File: src/rtl/ccff_bank_shadowed.sv
// Configuration-chain bank with shadow registers: bitstreams shift through the
// chains while the fabric keeps seeing the last committed (shadow) configuration.
module ccff_bank_shadowed #(
  parameter int NUM_CHAINS = 2,
  parameter int CHAIN_LEN  = 16,
  parameter int CNT_W      = 8
) (
  input  logic                             prog_clk,
  input  logic                             prog_reset,
  input  logic [NUM_CHAINS-1:0]            ccff_head,
  input  logic                             shift_en,
  input  logic                             capture,
  input  logic                             commit,
  input  logic                             isol_n,
  output logic [NUM_CHAINS-1:0]            ccff_tail,
  output logic [NUM_CHAINS*CHAIN_LEN-1:0]  cfg_out,
  output logic [CNT_W-1:0]                 shift_cnt,
  output logic                             frame_done,
  output logic                             commit_err,
  output logic                             busy
);

  typedef enum logic [1:0] {IDLE, SHIFTING, FULL} state_t;

  localparam logic [CNT_W-1:0] CNT_MAX = '1;
  localparam logic [CNT_W-1:0] LEN_C   = CNT_W'(CHAIN_LEN);

  state_t               state;
  state_t               next_state;
  logic [CHAIN_LEN-1:0] sr     [NUM_CHAINS];
  logic [CHAIN_LEN-1:0] shadow [NUM_CHAINS];
  logic [CNT_W-1:0]     next_cnt;
  logic                 commit_ok;
  logic                 do_capture;

  assign frame_done = (shift_cnt >= LEN_C);
  assign commit_ok  = commit & frame_done;
  // A commit in the same cycle wins over capture
  assign do_capture = capture & ~commit;
  assign busy       = (state == SHIFTING);

  always_comb begin
    next_cnt = shift_cnt;
    if (do_capture)
      next_cnt = '0;
    else if (shift_en)
      next_cnt = commit_ok ? CNT_W'(1)
               : (shift_cnt == CNT_MAX) ? shift_cnt : shift_cnt + 1'b1;
    else if (commit_ok)
      next_cnt = '0;
  end

  // The state tracks which range the shift count falls in
  always_comb begin
    next_state = FULL;
    if (next_cnt == '0)
      next_state = IDLE;
    else if (next_cnt < LEN_C)
      next_state = SHIFTING;
  end

  always_ff @(posedge prog_clk or posedge prog_reset) begin
    if (prog_reset) begin
      state      <= IDLE;
      shift_cnt  <= '0;
      commit_err <= 1'b0;
      for (int c = 0; c < NUM_CHAINS; c++) begin
        sr[c]     <= '0;
        shadow[c] <= '0;
      end
    end else begin
      state      <= next_state;
      shift_cnt  <= next_cnt;
      commit_err <= commit & ~frame_done;
      for (int c = 0; c < NUM_CHAINS; c++) begin
        if (commit_ok)
          shadow[c] <= sr[c];
        if (do_capture)
          sr[c] <= shadow[c];
        else if (shift_en)
          sr[c] <= {sr[c][CHAIN_LEN-2:0], ccff_head[c]};
      end
    end
  end

  for (genvar c = 0; c < NUM_CHAINS; c++) begin : g_out
    assign ccff_tail[c]                       = sr[c][CHAIN_LEN-1];
    assign cfg_out[c*CHAIN_LEN +: CHAIN_LEN] = isol_n ? shadow[c] : '0;
  end

endmodule

File: config.mk
export PLATFORM = sky130hd
export DESIGN_NAME = ccff_bank_shadowed
export DESIGN_NICKNAME = d
export VERILOG_FILES = /design/src/rtl/ccff_bank_shadowed.sv
export SDC_FILE = /design/constraint.sdc
export NUM_CORES = 1
export LEC_CHECK = 0
export ABC_AREA = 1
export ABC_CLOCK_PERIOD_IN_PS = 6300
export CAP_MARGIN = 20
export CORE_ASPECT_RATIO = 2
export CORE_MARGIN = 10
export CORE_UTILIZATION = 50
export CTS_CLUSTER_SIZE = 25
export DETAILED_ROUTE_END_ITERATION = 8
export GPL_TIMING_DRIVEN = 0
export MAX_ROUTING_LAYER = met4
export PLACE_DENSITY = 0.8
export SYNTH_ARGS = -nofsm -noshare
export SYNTH_HDL_FRONTEND = slang
export SYNTH_SLANG_ARGS = --single-unit
File: constraint.sdc
create_clock -name prog_clk -period 6.3 [get_ports prog_clk]
set_input_delay 0.945 -clock prog_clk [delete_from_list [all_inputs] [get_ports prog_clk]]
set_output_delay 0.945 -clock prog_clk [all_outputs]
set_load 0.01 [all_outputs]
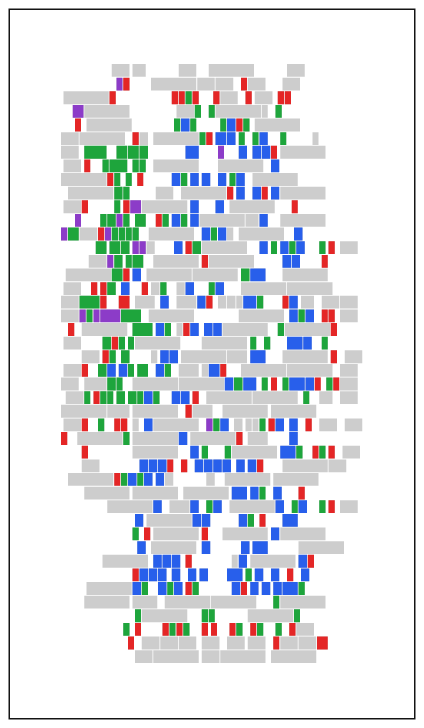
Figure 1: logic cells by family.
- green: nand cells (cells 120)
- red: inv cells (cells 89)
- blue: aoi and oai cells (cells 124)
- purple: nor cells (cells 15)

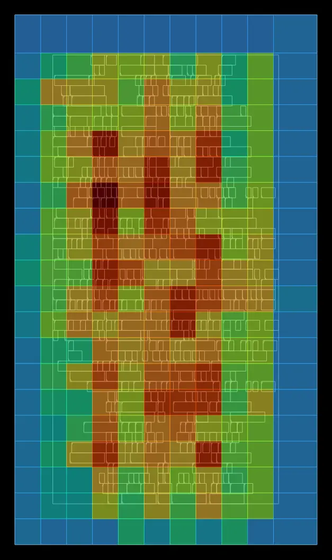
Figure 2: routing congestion.
All-Layer GR Usage: 17.3%
core occupancy in the finished layout: 63.3%
Top Usage Layer GRT: met2

==> summary.txt <==
Notes on the flow run.

- The run finished with clean final reports.
- As logged by OpenROAD, the buffers inserted on ports number 51.
- The worst setup path is captured at an output pin.
- The post-synthesis share of cell area spent on xor and xnor gates is 0%, for reference.
- The die covers 0.0114 mm^2.
- The number of max-capacitance violations reported is 0, for reference.
- Static timing analysis puts the maximum clock frequency at between 200 and 300 MHz.
- Per the STA report, the cell with the highest stage delay on the worst path is sky130_fd_sc_hd__clkdlybuf4s50_1.
- Counting the fill cells in the layout gives 612.
- In this run the count of I/O pins placed on the die edge is 53.
- Clock cells make up 5.75% of the layout cell area.
- Of the total power, the clock network draws 29.7%.
- The summed negative setup slack over all endpoints is 0 ps, for reference.
- The shortest period the worst path allows is 3770 ps, for reference.
- TritonCTS built the clock tree.
- The completed layout was analyzed and its total power is ~0.0016 W.
- The largest cell class by area is registers, for reference.
- The wire length recorded after detailed routing is between 9000 and 10000 um.
- The number of levels in the clock H-tree is 3, for reference.
- The analysis reports a worst IR drop on VDD of 0.000206 V.
- Compared with the post-synthesis result, the final layout area differs by 24.2%.
- The critical path in the final layout is reported with a setup slack of 2530 ps.
- In the power breakdown, the biggest contributor is sequential cells.
- Setup repair after global routing left no endpoint under its margin.
- The startpoint class of the critical path is a primary input, for reference.
- Across all hold checks on the routed design, the worst slack comes to 505 ps.
- Row generation in the floorplan step produced roughly 44 rows.
- The total via count after detailed routing is 3143, for reference.
- The combined buffer and inverter count along the critical path is 4, for reference.
- The origin of the critical flop-to-flop path is shift_cnt[0], for reference.
- The via count of the first global-routing pass came to between 3000 and 4000.
- Summing the areas of all compound-gate instances in the mapped netlist gives around 18% of the synthesized area.
- The main area contributors are sky130_fd_sc_hd__dfrtp_1 (51%), sky130_fd_sc_hd__o21ai_0 (10%), sky130_fd_sc_hd__nand2_1 (9.3%), sky130_fd_sc_hd__inv_1 (8.8%), sky130_fd_sc_hd__o21ai_1 (3.7%).
- After the last flow step, the layout net total stands at ~520.
- The antenna cell count is 0, for reference.
- The area of the synthesized netlist per yosys stat is 0.00368 mm^2, for reference.
- The worst hold path was traced through 2 stages.
- The most used cell along the critical path is sky130_fd_sc_hd__clkdlybuf4s50_1, for reference.
- Per the TritonCTS log, the buffer count is 9.
- The source of the worst hold timing path is shadow[25], for reference.
- The part of the power in registers is a little over two fifths, for reference.
- The number of buffers added to fix hold violations after cts is 0, for reference.
- The number of tapcells is 92, for reference.
- According to the timing report, the data required time at the worst endpoint equals 5350 ps.
- The type of the tightest min-delay check is flop to flop, for reference.
- The top cell type by total area after synthesis is sky130_fd_sc_hd__dfrtp_1, for reference.
- The netlist uses 26 different library cells.
- The final layout report lists a non-clock inverter count of 89.
- The standard cell area after detailed placement is 0.00430 mm^2, for reference.
- The number of warnings printed during yosys synthesis is 0, for reference.
- Ranked by instance count, the synthesized netlist is headed by sky130_fd_sc_hd__nand2_1 (91), sky130_fd_sc_hd__inv_1 (86), sky130_fd_sc_hd__o21ai_0 (77).
- STA reports a reg2reg setup slack of 4550 ps.
- Prior to clock tree synthesis, the placed netlist has a worst setup slack of 2530 ps.
- The detail-routed net length per standard cell is around 15 um, for reference.
- The share of layout cells above drive strength 1 is 11.0%, for reference.
- For reference, the final report shows the max-slew violation count at 0.
- The tally of nets with antenna violations remaining after routing is 0, for reference.
- The buffer count from post-CTS setup fixing is 0, for reference.
- Summing the areas of all fa, ha and maj instances in the mapped netlist gives 0.681% of the synthesized area.
- The first-pass GRT wire length is 15200 um, for reference.
- After legalization and detailed placement, the total HPWL measured around 6600 um.
- The worst endpoint data arrival time is 2820 ps, for reference.
- After synthesis, the largest family of logic cells by area is AND-OR/OR-AND gates.
- The flow reports power dissipated in combinational cells as roughly 0.00041 W.
- The worst-margin pin slew is 915 ps, for reference.
- The cell count in the Yosys report is 451, for reference.
- Setup violations remaining at the end of the flow were counted as 0.
- The switching component of the power is 0.000487 W, for reference.
- The predominant post-synthesis flop cell is sky130_fd_sc_hd__dfrtp_1, for reference.
- Once synthesis finished, the tally of register bits stood at approximately 75.
- The relative slew slack is 39.0%, for reference.
- The internal power contribution is about 0.0011 W, for reference.
- Measured along the y axis, the die boundary spans 141 um.
- For this run, global-route usage on met2 was measured as 29.0%.
- The area fraction in and, or, nand and nor cells is 16.3%, for reference.
- The kind of cell with the highest combined delay on the critical path is buffers and inverters, for reference.
- The layout multi-input combinational cell count is 261, for reference.
- The count of buffers not belonging to the clock network in the layout is 77, for reference.
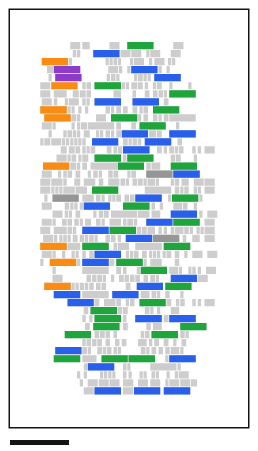
Figure 3: where the registers sit.
Bar = 20 um.
- blue: shadow (sequential cells 32)
- green: sr (sequential cells 30)
- purple: state (sequential cells 2)
- orange: shift_cnt (sequential cells 8)
sequential cell power: 0.000683 W
area occupied by registers: 0.00188 mm^2
Seq area share: 41.1%

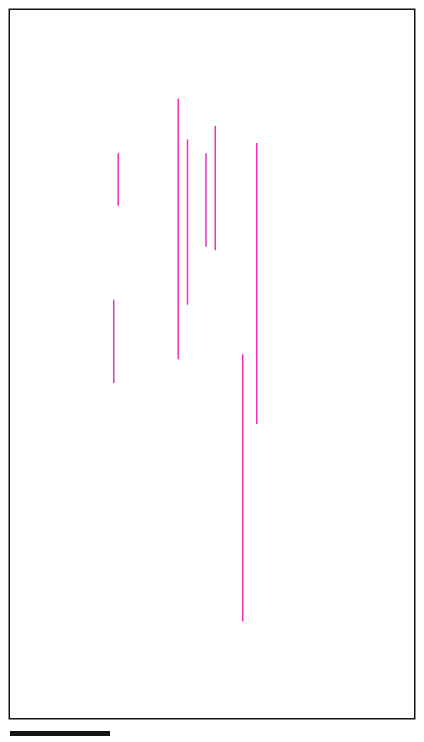
Figure 4: metal 4.
Bar = 20 um.
- longest straight run: 55.8 um
- main direction: vertical

-- worst max path at each step --
| stage | start | end | slack, ps | depth (start not counted) |
|---|---|---|---|---|
| 2_1_floorplan | prog_reset | ccff_tail[0] | 3450 | 1 |
| 3_3_place_gp | prog_reset | shadow[12] | 2300 | 2 |
| 3_5_place_dp | isol_n | cfg_out[25] | 2530 | 5 |
| 4_1_cts | isol_n | cfg_out[25] | 2520 | 5 |
| 5_1_grt | isol_n | cfg_out[23] | 2450 | 5 |
| 6_report | isol_n | cfg_out[25] | 2530 | 5 |
-- registers in the layout (all words and copies together), names as in the netlist --
signal	flops
state	2
ccff_tail	2
sr	30
shift_cnt	8
commit_err	1
shadow	32
-- cell usage in the layout, fill, tap and decap left out, types with 3 or more instances in the layout --
cell type                          n
sky130_fd_sc_hd__nand2_1          91
sky130_fd_sc_hd__inv_1            85
sky130_fd_sc_hd__o21ai_0          77
sky130_fd_sc_hd__dfrtp_1          75
sky130_fd_sc_hd__clkdlybuf4s50_1  51
sky130_fd_sc_hd__o21ai_1          27
sky130_fd_sc_hd__nand3_1          15
sky130_fd_sc_hd__nor2_1           12
sky130_fd_sc_hd__clkbuf_1         11
sky130_fd_sc_hd__o21ai_2          10
sky130_fd_sc_hd__clkbuf_16         9
sky130_fd_sc_hd__buf_2             7
sky130_fd_sc_hd__buf_6             7
sky130_fd_sc_hd__a21oi_1           5
sky130_fd_sc_hd__nand2_2           5
sky130_fd_sc_hd__nand4_1           4
sky130_fd_sc_hd__nand2_4           3
sky130_fd_sc_hd__buf_4             3
sky130_fd_sc_hd__o211ai_1          3
-- logic make-up (layout without fill, tap and decap cells) --
group                      Yosys count  in the layout
adders and majority gates            2              2
buffers and inverters              115            181
and+or+nand+nor                    135            135
DFF                                 75             75
AOI/OAI and AO/OA                  124            124
No activity file was given, so power comes from the tool's default toggle rates.
